Figure 1. Selected gate families (run 1).
Bar = 50 µm.
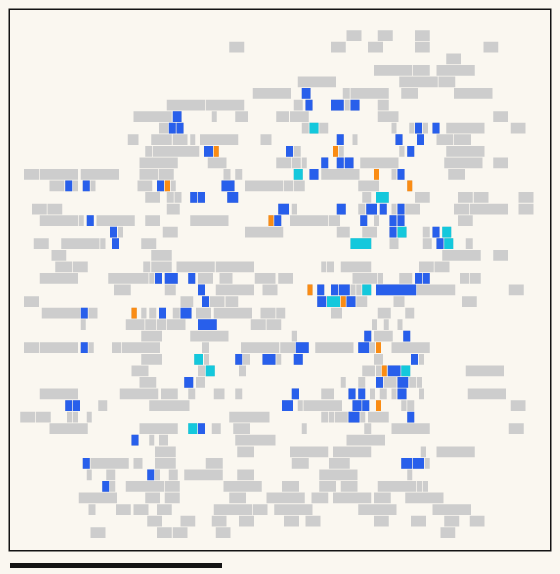
Figure 2. Metal layers overlaid (run 1).
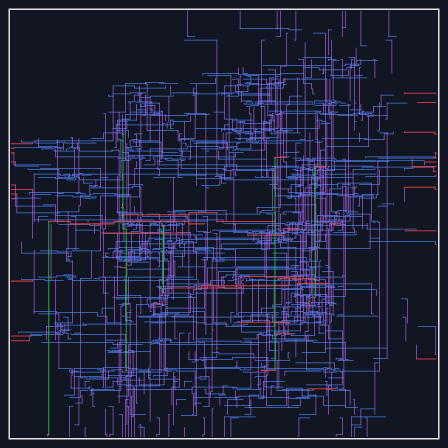
Figure 3. The clock network (run 1).
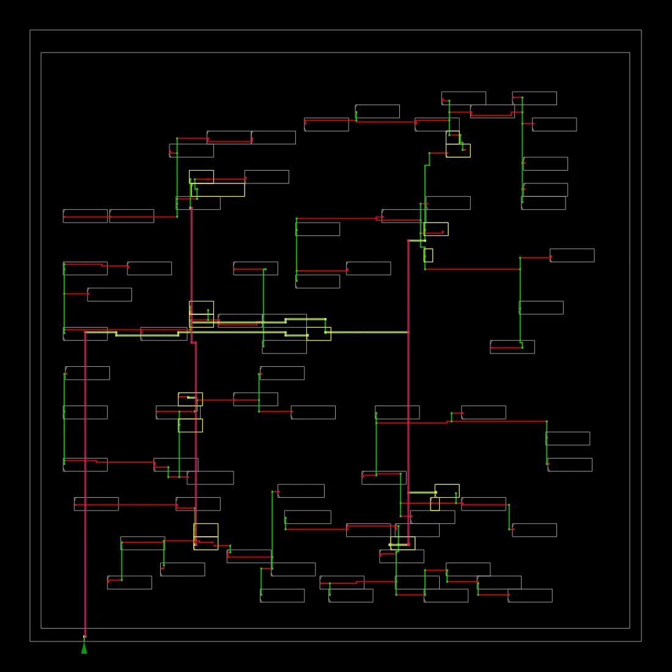
Design text_port_bridge_flat, sky130hd; sources not shown.
==> impl_metrics.env, run 1 <==
# source this file to load flow results
export IMPL_edf_count=0
export IMPL_clockBufferDepth=2
export IMPL_htree_levels=3
export IMPL_totalWireLength_um=10800
export IMPL_power_density_mw_per_mm2=359
export IMPL_io_pin_count=58
export IMPL_top_cell_area_share_pct=44.3
export IMPL_hold_viol_final=0
export IMPL_max_slew_margin_pct=46.9
export IMPL_drt_initial_drc_count=252
export IMPL_peakVddDrop_uv=120
export IMPL_worstSkewPairLatency_ns=0.36
export IMPL_tightest_slew_ns=0.797
export IMPL_crit_fanout=37
export IMPL_netlist_instances=384
export IMPL_async_reset_ff_share_pct=100
export IMPL_coreArea_mm2=0.0146
export IMPL_min_period_ns=3.33
export IMPL_clkTransAtPathRegs_ns=0.07
export IMPL_fmax_mhz=300
export IMPL_yosys_area_mm2=0.00379
export IMPL_ys_cells=384
export IMPL_die_h_um=127
export IMPL_topCellsByArea="dfrtp_1, mux2_2, o21ai_0"
export IMPL_grt_pass1_vias=2922
export IMPL_warning_count=28
export IMPL_overflow=0
export IMPL_leakagePower_nw=1.98
export IMPL_tns_ns=0
export IMPL_drc=0
export IMPL_drive_gt1_share_pct=13.8
export IMPL_rsz0062_at_grt="no"
export IMPL_cts_setup_buffers=0
export IMPL_postCtsHoldBufs=0
export IMPL_antenna_found_initial=0
export IMPL_fp_util_pct=25.9
export IMPL_ys_warn_count=0
export IMPL_hold_depth=2
export IMPL_crit_type="in2reg"
export IMPL_required_ns=5.25
export IMPL_worstPathArrival_ns=3.58
export IMPL_dpl_worst_slack_ns=1.26
export IMPL_p_total_mw=1.70
export IMPL_ys_seq_elements=71
export IMPL_worstSetupStartpointType="input port"
export IMPL_post_synth_top_count_cell="dfrtp_1"
export IMPL_synth_net_count=410
export IMPL_areaGrowthSynthToFinish_pct=25.0
export IMPL_ys_seq_share_pct=47.0
export IMPL_ant_nets=0
export IMPL_die_x_um=127
export IMPL_reg2regPathDepth=6
export IMPL_r2r_slack_ns=2.68
export IMPL_num_rows=44
export IMPL_drt_pass1_iter_count=4
export IMPL_avgSynthCellArea_um2=9.86
export IMPL_fillCellCount=1521
export IMPL_cts_resized=0
export IMPL_synthTopCellsByCount="dfrtp_1, nand2_1, o21ai_0, a21oi_1, nor2_1"
export IMPL_fin_ws_ns=1.67
export IMPL_ys_flop_type="dfrtp_1"
export IMPL_setup_viol=0
export IMPL_port_buffers=57
export IMPL_grt_first_pass_wirelength_um=17100
export IMPL_tritoncts="built"
export IMPL_syn_cell_area_mm2=0.00379
export IMPL_clock_sinks=71
export IMPL_synthDistinctLibCells=56
export IMPL_cp_end_kind="register"
export IMPL_largest_register_ffs=16
export IMPL_n_antenna_cell=0
export IMPL_hold_path_class="reg2reg"
export IMPL_status="finished, final reports clean"
export IMPL_via_per_inst=4.90
export IMPL_cts_root_buf="clkbuf_8"
export IMPL_cap_violations=0
export IMPL_drv_slew=0
export IMPL_nNetsFinal=462
Notes on Figure 1 above:
Key: aoi and oai cells = blue [cells 90]; inv cells = orange [cells 12]; and/or cells = cyan [cells 13]
fin cells: 625
most used logic cell in the final layout: dfrtp_1
fraction of area in multi-input gates: 39.3%

Notes on Figure 2 above:
Key: M4 = green [wire length 256 µm]; M1 = blue [wire length 5400 µm]; M3 = red [wire length 370 µm]; M2 = purple [wire length 4780 µm]
total number of vias: 3063
All-Layer GR Usage: 14.0%
wire per inst: 17.3 µm

Notes on Figure 3 above:
Clock net power: 503 µW
Seq Cell Count: 71
Num CTS Buffers: 9
Layout Skew: 0.0109 ns

==> run 1: per-stage QoR <==
step	utilization, %	cell area, µm²	hold slack (ns)	std cells
after floorplan	-	3790	0.474	384
after global placement	30.9	4520	0.477	609
after detailed placement	30.9	4520	0.476	609
after CTS	32.3	4730	0.496	625
after global routing	32.3	4730	0.529	625
final	32.3	4730	0.489	625
==> run 1: kinds of logic (layout without fill, tap and decap cells) <==
kind of cell    after synthesis  after routing  synth area share (%)
fa+ha+maj                     6              6                  1.98
xor+xnor                      5              5                  1.16
compound gates              105            105                  18.0
flops                        71             71                  47.0
mux                          37             37                  10.5
buf+inv                      33             90                  3.80
simple gates                127            127                  17.5
==> run 1: routing by layer <==
layer | routed length [µm] | vias to the layer above | GRT usage, %
li1 | - | 1496 | -
met1 | 5400 | 1483 | 20.2
met2 | 4780 | 69 | 20.5
met3 | 369 | 15 | 2.39
met4 | 255 | 0 | 6.59
met5 | 0 | - | 0
==> run 1: power breakdown <==
group / internal [mW] / switching, mW / leakage, nW
Clock: 0.276 / 0.228 / 0.113
Sequential: 0.674 / 0.123 / 0.915
Combinational: 0.195 / 0.203 / 0.951
==> run 1: placed cells by master (no fill, tap or decap), types with 5 or more instances in the layout <==
cell,n
a21oi_1,24
a22o_1,5
a31oi_1,10
buf_4,5
clkbuf_8,12
clkdlybuf4s50_1,56
dfrtp_1,67
ha_1,6
inv_1,11
mux2_2,22
mux2i_1,15
nand2_1,35
nand2b_1,12
nand3_1,16
nand4_1,5
nor2_1,24
nor3_1,9
o21ai_0,34
==> run 1: final cells by class <==
cell class	instances	area, µm²	share of cell area, %
Inverter	12	45.0	0.951
Clock buffer	13	173	3.65
Sequential cell	71	1780	37.6
Tap cell	184	230	4.86
Clock inverter	3	40.0	0.846
Multi-Input combinational cell	280	1860	39.3
Timing Repair Buffer	62	603	12.7
==> run 1: critical path: stages <==
cell and delay (ns):
clkdlybuf4s50_1 0.58, or4b_4 0.67, nor2_8 0.16, a311oi_4 0.10
buf_4 0.28, inv_2 0.18, mux2_2 0.35
==> run 2: changes to the inputs <==
clock period = 2.91 ns   (was 5 ns; I/O delays follow)
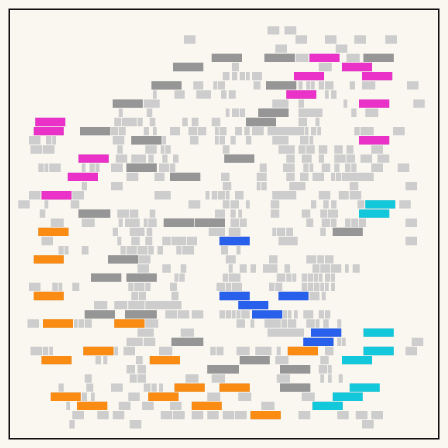
Figure 4: run 2, where the registers sit.
Other sequential cells in the stronger grey, the rest of the logic in the fainter grey.
Key: u_core.bus.disp_addr = magenta [flops 12]; u_core.u_cursor.o_col = blue [flops 7]; u_core.bus.disp_data = orange [flops 16]; u_core.bus.in_port = cyan [flops 8]
Another 28 sequential cells are not coloured.
Seq. pwr: 1.38 mW
Seq area share: 35.8%
Util after Layout: 34.0%
register area: 0.00178 mm²

==> impl_metrics.env, run 2 <==
# source this file to load flow results
export IMPL_grt_first_pass_wirelength_um=17800
export IMPL_leakagePower_nw=2.12
export IMPL_hold_viol_final=0
export IMPL_status="finished, final reports clean"
export IMPL_top_cell_area_share_pct=44.3
export IMPL_fmax_mhz=396
export IMPL_syn_cell_area_mm2=0.00379
export IMPL_async_reset_ff_share_pct=100
export IMPL_vias=3195
export IMPL_required_ns=3.16
export IMPL_htree_levels=3
export IMPL_tritoncts="built"
export IMPL_fillCellCount=1534
export IMPL_cp_end_kind="register"
export IMPL_cts_root_buf="clkbuf_8"
export IMPL_reg2regPathDepth=6
export IMPL_max_slew_margin_pct=50.8
export IMPL_p_total_mw=3.11
export IMPL_overflow=0
export IMPL_die_h_um=127
export IMPL_post_synth_top_count_cell="dfrtp_1"
export IMPL_tightest_slew_ns=0.734
export IMPL_avgSynthCellArea_um2=9.86
export IMPL_yosys_area_mm2=0.00379
export IMPL_postCtsHoldBufs=0
export IMPL_warning_count=28
export IMPL_dpl_worst_slack_ns=0.0103
export IMPL_path_cells="clkdlybuf4s50_1, or3b_2, or3_1, nand3_1, o31ai_2, a22o_1"
export IMPL_n_antenna_cell=0
export IMPL_largest_register_ffs=16
export IMPL_cts_buffers=9
export IMPL_drv_slew=0
export IMPL_timing_hold_ws_ns=0.364
export IMPL_min_period_ns=2.53
export IMPL_edf_count=0
export IMPL_ys_cells=384
export IMPL_ys_flop_type="dfrtp_1"
export IMPL_io_pin_count=58
export IMPL_ys_seq_share_pct=47.0
export IMPL_final_cell_mix="dfrtp_1, clkdlybuf4s50_1, nand2_1, o21ai_0, buf_4"
export IMPL_clock_sinks=71
export IMPL_cap_violations=0
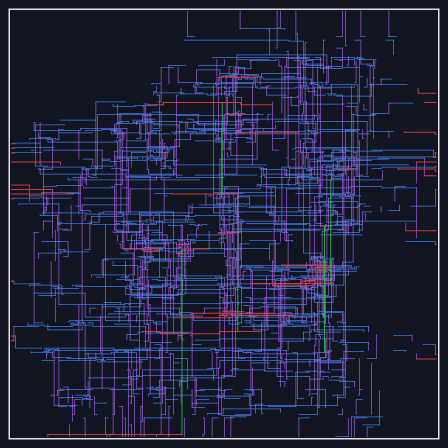
Figure 5: run 2, metal layers overlaid.
Key: M2 = purple [wire length 4790 µm]; M4 = green [wire length 191 µm]; M1 = blue [wire length 5720 µm]; M3 = red [wire length 464 µm]
wire per inst: 17.2 µm
All-Layer GR Usage: 14.2%
Detailed Route WL: 11200 µm

run 2: cell counts after synthesis:
No cell type changed its count.
run 2: logic make-up after synthesis:
group	synth area share, %
AND-OR/OR-AND	18.0
XOR/XNOR	1.16
adder cells (fa/ha/maj)	1.98
buffers and inverters	3.80
flip-flops	47.0
multiplexers	10.5
AND/OR/NAND/NOR	17.5
run 2: per-stage QoR:
stage	std cells	area, µm²
after floorplan	384	3790
after global routing	650	4980
after global placement	634	4720
after detailed placement	634	4720
after CTS	650	4980
final	650	4980
run 2: final cells by class:
class,count,area [µm²],area share [%]
inverters,12,45.0,0.905
flip-flops and latches,71,1780,35.8
repair buffers,87,803,16.1
well taps,184,230,4.63
clock buffers,11,151,3.04
multi-input cells,280,1860,37.4
clock inverters,5,104,2.09
run 2: layer usage:
layer / vias to the layer above / routed length [µm] / GRT usage [%]
li1: 1547 / - / -
met1: 1551 / 5720 / 21.0
met2: 86 / 4790 / 20.7
met3: 11 / 463 / 3.18
met4: 0 / 191 / 4.46
met5: - / 0 / 0
run 2: worst max-delay path: cells and delay by family:
family / cells / cell delay [ns]
buffers and inverters: 1 / 0.51
AND-OR/OR-AND: 2 / 0.25
AND/OR/NAND/NOR: 3 / 1.29
run 2: where the power goes:
part / internal, mW / switching [mW]
sequential: 1.16 / 0.219
combinational: 0.356 / 0.357
clock: 0.617 / 0.403
total: 2.13 / 0.980
Power figures rest on the tool's default switching activity, not on a simulated workload.
